**Run 1: M1 wires**

Bar = 20 um. Cells faint in the background.
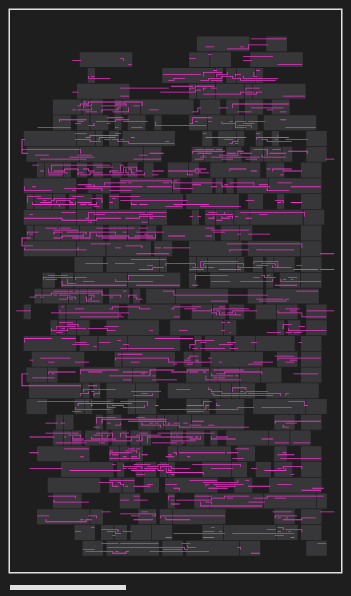
**Run 1: wiring heat map**

11 x 19 tiles, from white (low) to dark blue (high), scaled to the fullest tile. Values are wire area over tile area, all layers added.
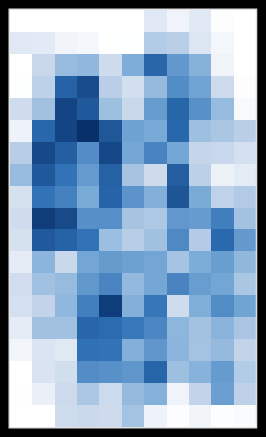
**Run 1: track usage over the die**

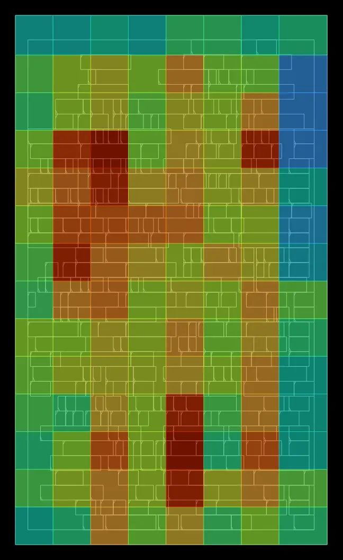
**Run 1: routed metal, one colour a layer**

Bar = 20 um. Two of the layers only.
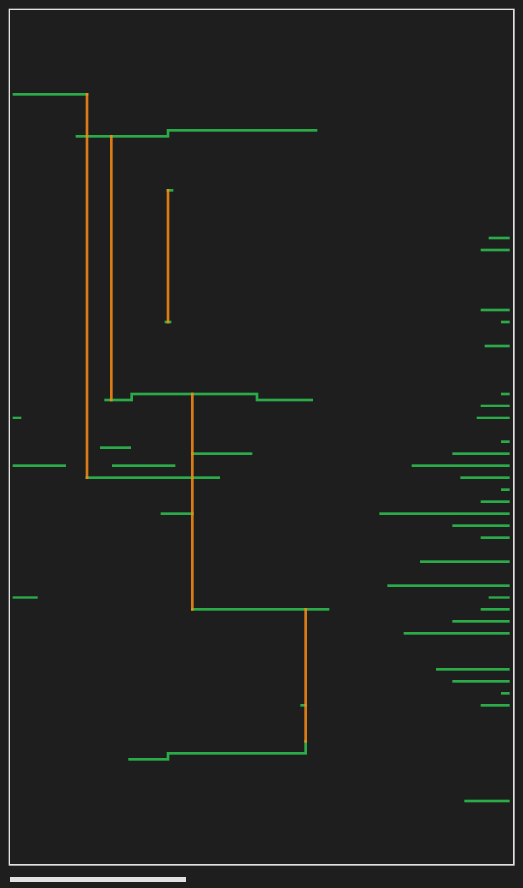
**config.mk**
```make
export PLATFORM = sky130hd
export DESIGN_NAME = pcm_scheduler_flat
export DESIGN_NICKNAME = d
export VERILOG_FILES = /design/src/rtl/snd_pkg.sv /design/src/rtl/pcm_scheduler_if.sv /design/src/rtl/snd_tick_div.sv /design/src/rtl/pcm_scheduler.sv /design/src/flat_wrapper.sv
export SDC_FILE = /design/constraint.sdc
export NUM_CORES = 1
export LEC_CHECK = 0
export CORE_ASPECT_RATIO = 1.75
export CORE_MARGIN = 2
export CORE_UTILIZATION = 53
export DETAILED_ROUTE_END_ITERATION = 10
export HOLD_SLACK_MARGIN = 0.05
export PLACE_DENSITY = 0.79
export REMOVE_ABC_BUFFERS = 1
export SKIP_LAST_GASP = 1
export SLEW_MARGIN = 25
export SYNTH_ARGS = -nofsm -noshare
export SYNTH_HDL_FRONTEND = slang
export SYNTH_SLANG_ARGS = --single-unit
```
**constraint.sdc**
```tcl
create_clock -name CLK24M -period 2.3 [get_ports CLK24M]
set_clock_uncertainty 0.2 [all_clocks]
set_input_delay 0.345 -clock CLK24M [delete_from_list [all_inputs] [get_ports CLK24M]]
set_output_delay 0.345 -clock CLK24M [all_outputs]
set_load 0.005 [all_outputs]
```
**src/rtl/snd_pkg.sv**
```systemverilog
// Shared definitions for the PCM sample scheduler: FSM encoding, region
// count, terminator byte and small priority helpers.
package snd_pkg;

  typedef enum logic [2:0] {
    ST_IDLE = 3'd0,
    ST_LOAD = 3'd1,
    ST_WAIT = 3'd2,
    ST_READ = 3'd3,
    ST_CAPT = 3'd4
  } snd_state_e;

  localparam int unsigned SND_REGIONS = 4;
  localparam logic [7:0]  SND_TERM    = 8'hFF;

  // Lowest set index wins; callers only use the result when v is non-zero.
  function automatic logic [1:0] lowest_set(input logic [3:0] v);
    logic [1:0] idx;
    if (v[0]) begin
      idx = 2'd0;
    end else if (v[1]) begin
      idx = 2'd1;
    end else if (v[2]) begin
      idx = 2'd2;
    end else begin
      idx = 2'd3;
    end
    return idx;
  endfunction

  function automatic logic [3:0] id_onehot(input logic [1:0] id);
    return 4'b0001 << id;
  endfunction

  // Mask of all IDs with strictly higher priority than id.
  function automatic logic [3:0] below_mask(input logic [1:0] id);
    return (4'b0001 << id) - 4'b0001;
  endfunction

endpackage

```
**src/rtl/pcm_scheduler_if.sv**
```systemverilog
// Bus between the PCM scheduler, its trigger sources, the PCM ROM and the mixer.
interface pcm_scheduler_if #(
  parameter int unsigned AW = 15
);
  import snd_pkg::*;

  logic [SND_REGIONS-1:0] KICK;
  logic [AW-1:0]          ROM_AD;
  logic                   ROM_RD;
  logic [7:0]             ROM_DT;
  logic [7:0]             SEPCM;
  logic                   BUSY;
  logic [1:0]             CUR_ID;
  logic                   DONE;

  modport master (
    output KICK,
    output ROM_DT,
    input  ROM_AD,
    input  ROM_RD,
    input  SEPCM,
    input  BUSY,
    input  CUR_ID,
    input  DONE
  );

  modport slave (
    input  KICK,
    input  ROM_DT,
    output ROM_AD,
    output ROM_RD,
    output SEPCM,
    output BUSY,
    output CUR_ID,
    output DONE
  );

endinterface

```
**src/rtl/snd_tick_div.sv**
```systemverilog
// Free-running sample-rate divider: counts 0..DIV-1 and flags the last count.
module snd_tick_div #(
  parameter int unsigned DIV = 3000
) (
  input  logic CLK24M,
  input  logic RESET_N,
  output logic TICK
);

  localparam logic [15:0] CNT_LAST = 16'(DIV - 1);
  localparam logic [15:0] CNT_PRE  = 16'(DIV - 2);

  logic [15:0] cnt_r;
  logic        tick_r;

  // Counter and registered tick; tick is high exactly while cnt_r == DIV-1.
  always_ff @(posedge CLK24M or negedge RESET_N) begin
    if (!RESET_N) begin
      cnt_r  <= 16'd0;
      tick_r <= 1'b0;
    end else begin
      if (cnt_r == CNT_LAST) begin
        cnt_r <= 16'd0;
      end else begin
        cnt_r <= cnt_r + 16'd1;
      end
      tick_r <= (cnt_r == CNT_PRE);
    end
  end

  assign TICK = tick_r;

endmodule

```
**src/rtl/pcm_scheduler.sv**
```systemverilog
// Priority PCM sample scheduler: latches kick edges, plays one ROM region per
// sound ID at the tick rate, lets lower IDs preempt and flags natural ends.
module pcm_scheduler
  import snd_pkg::*;
#(
  parameter int unsigned DIV = 3000,
  parameter int unsigned AW  = 15
) (
  input  logic             CLK24M,
  input  logic             RESET_N,
  pcm_scheduler_if.slave   bus
);

  snd_state_e             state_r;
  snd_state_e             state_next_s;
  logic [SND_REGIONS-1:0] pend_r;
  logic [SND_REGIONS-1:0] pend_next_s;
  logic [SND_REGIONS-1:0] pend_clr_s;
  logic [SND_REGIONS-1:0] pend_eff_s;
  logic [SND_REGIONS-1:0] kick_prev_r;
  logic [SND_REGIONS-1:0] rise_s;
  logic [1:0]             sel_r;
  logic [1:0]             sel_next_s;
  logic [AW-1:0]          addr_r;
  logic [7:0]             sepcm_r;
  logic                   busy_r;
  logic [1:0]             cur_id_r;
  logic                   done_r;
  logic                   rom_rd_r;
  logic                   tick_s;
  logic                   last_byte_s;
  logic                   capt_end_s;
  logic                   capt_step_s;

  snd_tick_div #(.DIV(DIV)) u_tick_div (
    .CLK24M  (CLK24M),
    .RESET_N (RESET_N),
    .TICK    (tick_s)
  );

  assign rise_s      = bus.KICK & ~kick_prev_r;
  // A kick edge is visible to arbitration in the same cycle it is latched.
  assign pend_eff_s  = pend_r | rise_s;
  assign last_byte_s = &addr_r[AW-3:0];

  // Pending set/clear; a new edge beats the clear issued from LOAD.
  always_comb begin
    pend_clr_s = 4'b0000;
    if (state_r == ST_LOAD) begin
      pend_clr_s = id_onehot(sel_r);
    end else begin
      pend_clr_s = 4'b0000;
    end
    pend_next_s = (pend_r & ~pend_clr_s) | rise_s;
  end

  // Next-state and per-cycle control decode.
  always_comb begin
    state_next_s = state_r;
    sel_next_s   = sel_r;
    capt_end_s   = 1'b0;
    capt_step_s  = 1'b0;
    case (state_r)
      ST_IDLE: begin
        if (|pend_eff_s) begin
          state_next_s = ST_LOAD;
          sel_next_s   = lowest_set(pend_eff_s);
        end else begin
          state_next_s = ST_IDLE;
        end
      end
      ST_LOAD: begin
        state_next_s = ST_WAIT;
      end
      ST_WAIT: begin
        if (!tick_s) begin
          state_next_s = ST_WAIT;
        end else if (|(pend_eff_s & below_mask(cur_id_r))) begin
          state_next_s = ST_LOAD;
          sel_next_s   = lowest_set(pend_eff_s & below_mask(cur_id_r));
        end else begin
          state_next_s = ST_READ;
        end
      end
      ST_READ: begin
        state_next_s = ST_CAPT;
      end
      ST_CAPT: begin
        if ((bus.ROM_DT == SND_TERM) || last_byte_s) begin
          state_next_s = ST_IDLE;
          capt_end_s   = 1'b1;
        end else begin
          state_next_s = ST_WAIT;
          capt_step_s  = 1'b1;
        end
      end
      default: begin
        state_next_s = ST_IDLE;
      end
    endcase
  end

  // FSM state, arbitration and kick history registers.
  always_ff @(posedge CLK24M or negedge RESET_N) begin
    if (!RESET_N) begin
      state_r     <= ST_IDLE;
      sel_r       <= 2'd0;
      pend_r      <= 4'b0000;
      kick_prev_r <= 4'b0000;
    end else begin
      state_r     <= state_next_s;
      sel_r       <= sel_next_s;
      pend_r      <= pend_next_s;
      kick_prev_r <= bus.KICK;
    end
  end

  // Playback datapath and registered outputs.
  always_ff @(posedge CLK24M or negedge RESET_N) begin
    if (!RESET_N) begin
      addr_r   <= '0;
      sepcm_r  <= 8'h00;
      busy_r   <= 1'b0;
      cur_id_r <= 2'd0;
      done_r   <= 1'b0;
      rom_rd_r <= 1'b0;
    end else begin
      rom_rd_r <= (state_next_s == ST_READ);
      done_r   <= capt_end_s;
      if (state_r == ST_LOAD) begin
        cur_id_r <= sel_r;
        addr_r   <= {sel_r, {(AW-2){1'b0}}};
        busy_r   <= 1'b1;
      end else if (capt_end_s) begin
        sepcm_r  <= 8'h00;
        busy_r   <= 1'b0;
      end else if (capt_step_s) begin
        sepcm_r  <= {1'b0, bus.ROM_DT[7:1]};
        addr_r   <= addr_r + AW'(1);
      end else begin
        addr_r   <= addr_r;
      end
    end
  end

  assign bus.ROM_AD = addr_r;
  assign bus.ROM_RD = rom_rd_r;
  assign bus.SEPCM  = sepcm_r;
  assign bus.BUSY   = busy_r;
  assign bus.CUR_ID = cur_id_r;
  assign bus.DONE   = done_r;

endmodule

```
**src/flat_wrapper.sv**
```systemverilog
// flat-port wrapper written by rule: the top's interface ports become plain ports
module pcm_scheduler_flat import snd_pkg::*;
#(
  parameter int unsigned DIV = 3000,
  parameter int unsigned AW  = 15
)
  (CLK24M, RESET_N, bus_KICK, bus_ROM_DT, bus_ROM_AD, bus_ROM_RD, bus_SEPCM, bus_BUSY, bus_CUR_ID, bus_DONE);
  pcm_scheduler_if #(.AW(AW)) bus_i ();
  input  logic CLK24M;
  input  logic RESET_N;
  input wire logic [$bits(bus_i.KICK)-1:0] bus_KICK;
  input wire logic [$bits(bus_i.ROM_DT)-1:0] bus_ROM_DT;
  output wire logic [$bits(bus_i.ROM_AD)-1:0] bus_ROM_AD;
  output wire logic [$bits(bus_i.ROM_RD)-1:0] bus_ROM_RD;
  output wire logic [$bits(bus_i.SEPCM)-1:0] bus_SEPCM;
  output wire logic [$bits(bus_i.BUSY)-1:0] bus_BUSY;
  output wire logic [$bits(bus_i.CUR_ID)-1:0] bus_CUR_ID;
  output wire logic [$bits(bus_i.DONE)-1:0] bus_DONE;
  assign bus_i.KICK = bus_KICK;
  assign bus_i.ROM_DT = bus_ROM_DT;
  assign bus_ROM_AD = bus_i.ROM_AD;
  assign bus_ROM_RD = bus_i.ROM_RD;
  assign bus_SEPCM = bus_i.SEPCM;
  assign bus_BUSY = bus_i.BUSY;
  assign bus_CUR_ID = bus_i.CUR_ID;
  assign bus_DONE = bus_i.DONE;
  pcm_scheduler #(.DIV(DIV), .AW(AW)) u_core (.CLK24M(CLK24M), .RESET_N(RESET_N), .bus(bus_i));
endmodule
```
==> notes.md, run 1 <==
impl run done, here's what came out: Yosys reg bits=57, CP peak stage delay=0.72 ns, register area share after synthesis=54.49%, Yosys chip area=2618 um^2, Largest Register=u_core.u_tick_div.cnt_r, multi-input gates=173, Comb. pwr=0.0779 mW, Root Driver=clkbuf_8, most numerous cell in the Yosys netlist=dfrtp_1, Placed Area=3138 um^2, crit-path max FO=4, PwrDens=601.8 nW/um^2, routed length on met2=2972 um, largest net degree at the start of global routing=35, Well Taps=52, Tot Pwr=2.022 mW, Logic pwr share=3.9%, share of post-route cells with drive strength above 1=15.23%, Register Area=1426 um^2, H-tree level count=3, Pleak=1.487 nW, status=finished clean, Top pwr grp=sequential cells, Synth area leaders=dfrtp_1 (54%), xnor2_1 (4.3%), nand2_1 (4.2%), nor2_1 (3.6%), xor2_1 (2.3%), Slowest cell on crit path=or4b_2, port bufs=40, initial antenna violation count=0, flop-to-flop setup slack=0.16 ns, flop count=57, final instance area=3359 um^2, Final setup viols=0, post-DR vias/cell=5.630, Largest register FFs=16, routability cong.=0.8447, Critical Path, Cell by Cell=or4b_2 > nor4_4 > buf_4 > o21ai_0 > nand2_1 > o21ai_0, DIE HEIGHT=96.97 um, Worst Hold Endpoint=u_core.pend_r[2], Core Region=4707 um^2, maximum vdd drop=0.0005884 V, DR top layer=met4, postcts setup bufs=0, drt drc=0, Unique cell types=48, CP required=2.31 ns, drt pass-1 iters=4, crit path capture=u_core.u_tick_div.cnt_r[4], Int Pwr=1.606 mW, Synth Area in Compound Gates=7.744%, 1st-iter DRT viols=81
About 'M1 wires':
main direction	horizontal
share of all routed wire	38%
nets with wire on the layer	267
wire length on this layer	2100 um

About 'wiring heat map':
fullest tile	0.39
mean over tiles	0.16
tiles over half the peak	37%
nearly empty tiles	10%
GRT Overall Usage: 22.52%
mean routed wirelength per cell: 15.49 um
Via Count: 1993

About 'track usage over the die':
busiest grt layer: met2
final design utilization: 71.37%
met1 Use GR: 25.20%
met2 GRT Util: 37.67%
met3 Use GR: 7.086%

About 'routed metal, one colour a layer':
layer	colour	wire length
M4	orange	128 um
M3	green	281 um
Routed Wire Length: 5482 um

**Run 1: zoomed window**

Bar = 5 um. Window x 33 to 53, y 63 to 83 um. Cells in grey, sequential cells in the stronger grey; small squares are vias.
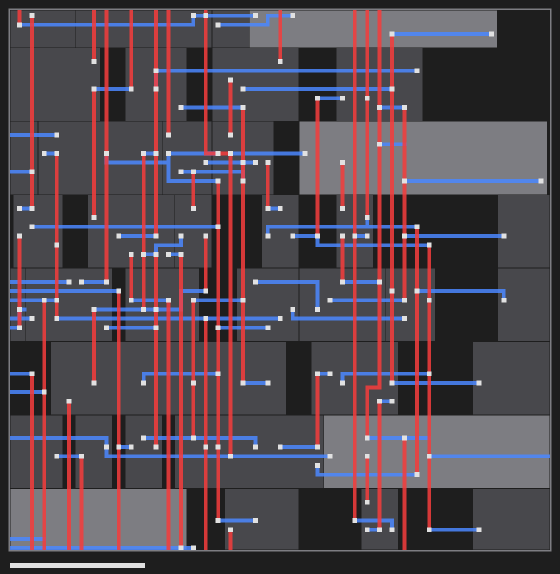

==> run 1 -> run 2 <==
- GPL_TIMING_DRIVEN: not set -> 0
**Run 2: zoomed window**

Bar = 5 um. Window x 33 to 53, y 63 to 83 um. Cells in grey, sequential cells in the stronger grey; small squares are vias.
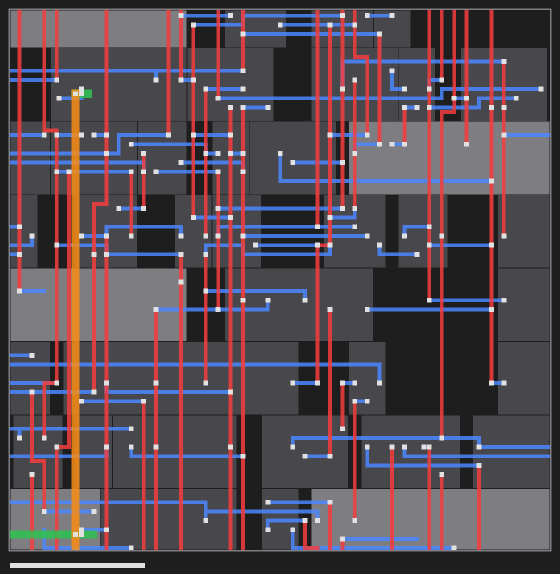
layer	colour
M2	red
M1	blue
M4	orange
M3	green
sequential cells in the window	4
cells with their middle in the window	36
netlist names of flops here include	u_core.bus.ROM_AD (4)
most frequent	nor2_1 (4), clkdlybuf4s50_1 (4), dfrtp_1 (4)

==> run 2 against run 1 <==
  * Final cell count is 1.4% lower
  * Wire length is 2.5% lower
  * First-iteration DRC count is 8.6% lower
  * Worst setup slack worse by 0.096 ns
  * Via count is 0.65% lower
  * Largest cell class unchanged
  * Flip-flop count stayed put
  * Combinational power is 3.1% higher
  * Critical endpoint is now u_core.bus.ROM_AD[0]
==> notes.md, run 2 <==
impl run done, here's what came out: status=finished clean, post-DR vias/cell=5.673 (+0.77%), share of post-route cells with drive strength above 1=14.14% (-1.1 points), Basic Gates by Area=24.09%, RR Startpoint=u_core.state_r[1], 1st-iter DRT viols=74 (-8.6%), Clk pwr share=45.7%, register area share after synthesis=54.49% (unchanged), Layout area overhead=27.34%, Comb. pwr=0.0803 mW (+3.1%), Top pwr grp=sequential cells, Unique cell types=48 (unchanged), Largest register FFs=16 (unchanged), most frequent logic cell in the layout=dfrtp_1, drt drc=0 (unchanged), Final setup viols=0 (unchanged), Int Pwr=1.608 mW (+0.13%), RR Endpoint=u_core.bus.ROM_AD[0], FP Rows=33, DIE HEIGHT=96.97 um (unchanged), final instance area=3333 um^2 (-0.78%), I/O Pins=42, flop count=57 (unchanged), CP required=2.32 ns (about the same), Slowest cell on crit path=or3b_1, Synth area leaders=dfrtp_1 (54%), xnor2_1 (4.3%), nand2_1 (4.2%), nor2_1 (3.6%), xor2_1 (2.3%), met2 GRT Util=35.72% (-1.9 points), routability cong.=0.8167 (-3.3%), most numerous cell in the Yosys netlist=dfrtp_1, crit-path max FO=10 (+6), Yosys Instances=241, # resized after CTS=2, drt pass-1 iters=4 (unchanged), Synth Area in Compound Gates=7.744% (unchanged), Placed Area=3078 um^2 (-1.9%), initial antenna violation count=0 (unchanged), Tot Pwr=2.023 mW (about the same), combinational share of cell area=34.53%, Logic pwr share=4.0% (about the same), CP peak stage delay=0.55 ns (-0.17 ns), Via Count=1980 (-0.65%), Largest Register=u_core.u_tick_div.cnt_r, clock network power=0.925 mW, Well Taps=52 (unchanged), maximum vdd drop=0.0005356 V (-9.0%), routed length on met2=2878 um (-3.2%), Overflow after GRT=0, crit path capture=u_core.bus.ROM_AD[0], busiest grt layer=met2, H-tree level count=3 (unchanged), Core Region=4707 um^2 (unchanged), final design utilization=70.81% (-0.56 points), vias in the first global route=1997, Bufs on Longest Clock Path=2, Register Area=1426 um^2 (unchanged), Root Driver=clkbuf_8, PwrDens=607.0 nW/um^2 (+0.88%), Setup Crit Path Kind=flop to flop, Routed Wire Length=5343 um (-2.5%), inverter count=4, largest net degree at the start of global routing=56 (+60%), sequential cell power=1.02 mW, postcts setup bufs=0 (unchanged), Yosys reg bits=57 (unchanged), worst slack, placed=-0.1989 ns, Area-dominant class=registers, top_reg_cell synth=dfrtp_1, met3 Use GR=6.818% (-0.27 points), CP delay by family, top=simple AND/OR/NAND/NOR gates, hold_buf cts=1, post-layout minimum cycle time=2.234 ns, Critical Path, Cell by Cell=or3b_1 > o21bai_4 > nor2_4 > nor2_1 > mux2_2, flop-to-flop setup slack=0.07 ns (-0.10 ns), Yosys chip area=2618 um^2 (unchanged), syn avg cell area=10.86 um^2, CTS tree=built, r2r worst-path depth=5, multi-input gates=173 (unchanged), final-layout fill cell count=343, post-synthesis xor/xnor area fraction=6.692%, Pleak=1.468 nW (-1.3%), Worst Path Buf+Inv=0, met1 Use GR=24.40% (-0.80 points), DR top layer=met4, mean routed wirelength per cell=15.31 um (-1.1%), Synth top area share=54.49%, clock buffers=12, GRT Overall Usage=21.56% (-0.95 points), port bufs=40 (unchanged), wire length on met1=2090 um
==> run 2 -> run 3 <==
- CTS_CLUSTER_DIAMETER: not set -> 120
**Run 3: wiring heat map**

11 x 19 tiles, from white (low) to dark blue (high), scaled to the fullest tile. Values are wire area over tile area, all layers added.
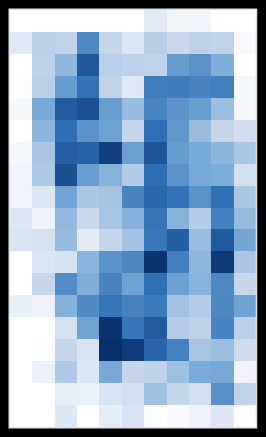
tiles over half the peak	35%
densest ninth of the die	centre
mean over tiles	0.15
nearly empty tiles	12%
emptiest ninth of the die	south-west

==> run 3 against run 2 <==
  * Sequential share of layout area stayed put
  * Critical endpoint unchanged
  * Critical path type unchanged
  * First-iteration DRC count stayed put
  * Highest routed layer unchanged
  * Non-clock buffer count stayed put
  * Fmax stayed put
  * Hold slack stayed put
  * Utilization stayed put
==> notes.md, run 3 <==
impl run done, here's what came out: status=finished clean, drt drc=0 (unchanged), met2 GRT Util=35.72% (unchanged), most numerous cell in the Yosys netlist=dfrtp_1, post-synthesis xor/xnor area fraction=6.692% (unchanged), busiest grt layer=met2, met1 Use GR=24.40% (unchanged), Largest Register=u_core.u_tick_div.cnt_r, Unique cell types=48 (unchanged), top_reg_cell synth=dfrtp_1, Core Region=4707 um^2 (unchanged), Placed Area=3078 um^2 (unchanged), Routed Wire Length=5343 um (unchanged), Basic Gates by Area=24.09% (unchanged), clock buffers=12 (unchanged), Area-dominant class=registers, Int Pwr=1.608 mW (unchanged), Overflow after GRT=0 (unchanged), Well Taps=52 (unchanged), Largest register FFs=16 (unchanged), hold_buf cts=1 (unchanged), drt pass-1 iters=4 (unchanged), largest net degree at the start of global routing=56 (unchanged), GRT Overall Usage=21.56% (unchanged), postcts setup bufs=0 (unchanged), combinational share of cell area=34.53% (unchanged), Root Driver=clkbuf_8, Worst Path Buf+Inv=0 (unchanged), wire length on met1=2090 um (unchanged), Yosys chip area=2618 um^2 (unchanged), Via Count=1980 (unchanged), post-layout minimum cycle time=2.234 ns (unchanged), flop count=57 (unchanged), crit path capture=u_core.bus.ROM_AD[0], Clk pwr share=45.7% (about the same), RR Endpoint=u_core.bus.ROM_AD[0], most frequent logic cell in the layout=dfrtp_1, Yosys reg bits=57 (unchanged), Synth Area in Compound Gates=7.744% (unchanged), Logic pwr share=4.0% (about the same), final-layout fill cell count=343 (unchanged), Synth top area share=54.49% (unchanged), Top pwr grp=sequential cells, final instance area=3333 um^2 (unchanged), routed length on met2=2878 um (unchanged), H-tree level count=3 (unchanged), vias in the first global route=1997 (unchanged), CP peak stage delay=0.55 ns (about the same), CP required=2.32 ns (about the same), # resized after CTS=2 (unchanged), inverter count=4 (unchanged), Tot Pwr=2.023 mW (unchanged), RR Startpoint=u_core.state_r[1], post-DR vias/cell=5.673 (unchanged), r2r worst-path depth=5 (unchanged)
Power is estimated from default activity; no workload was simulated.
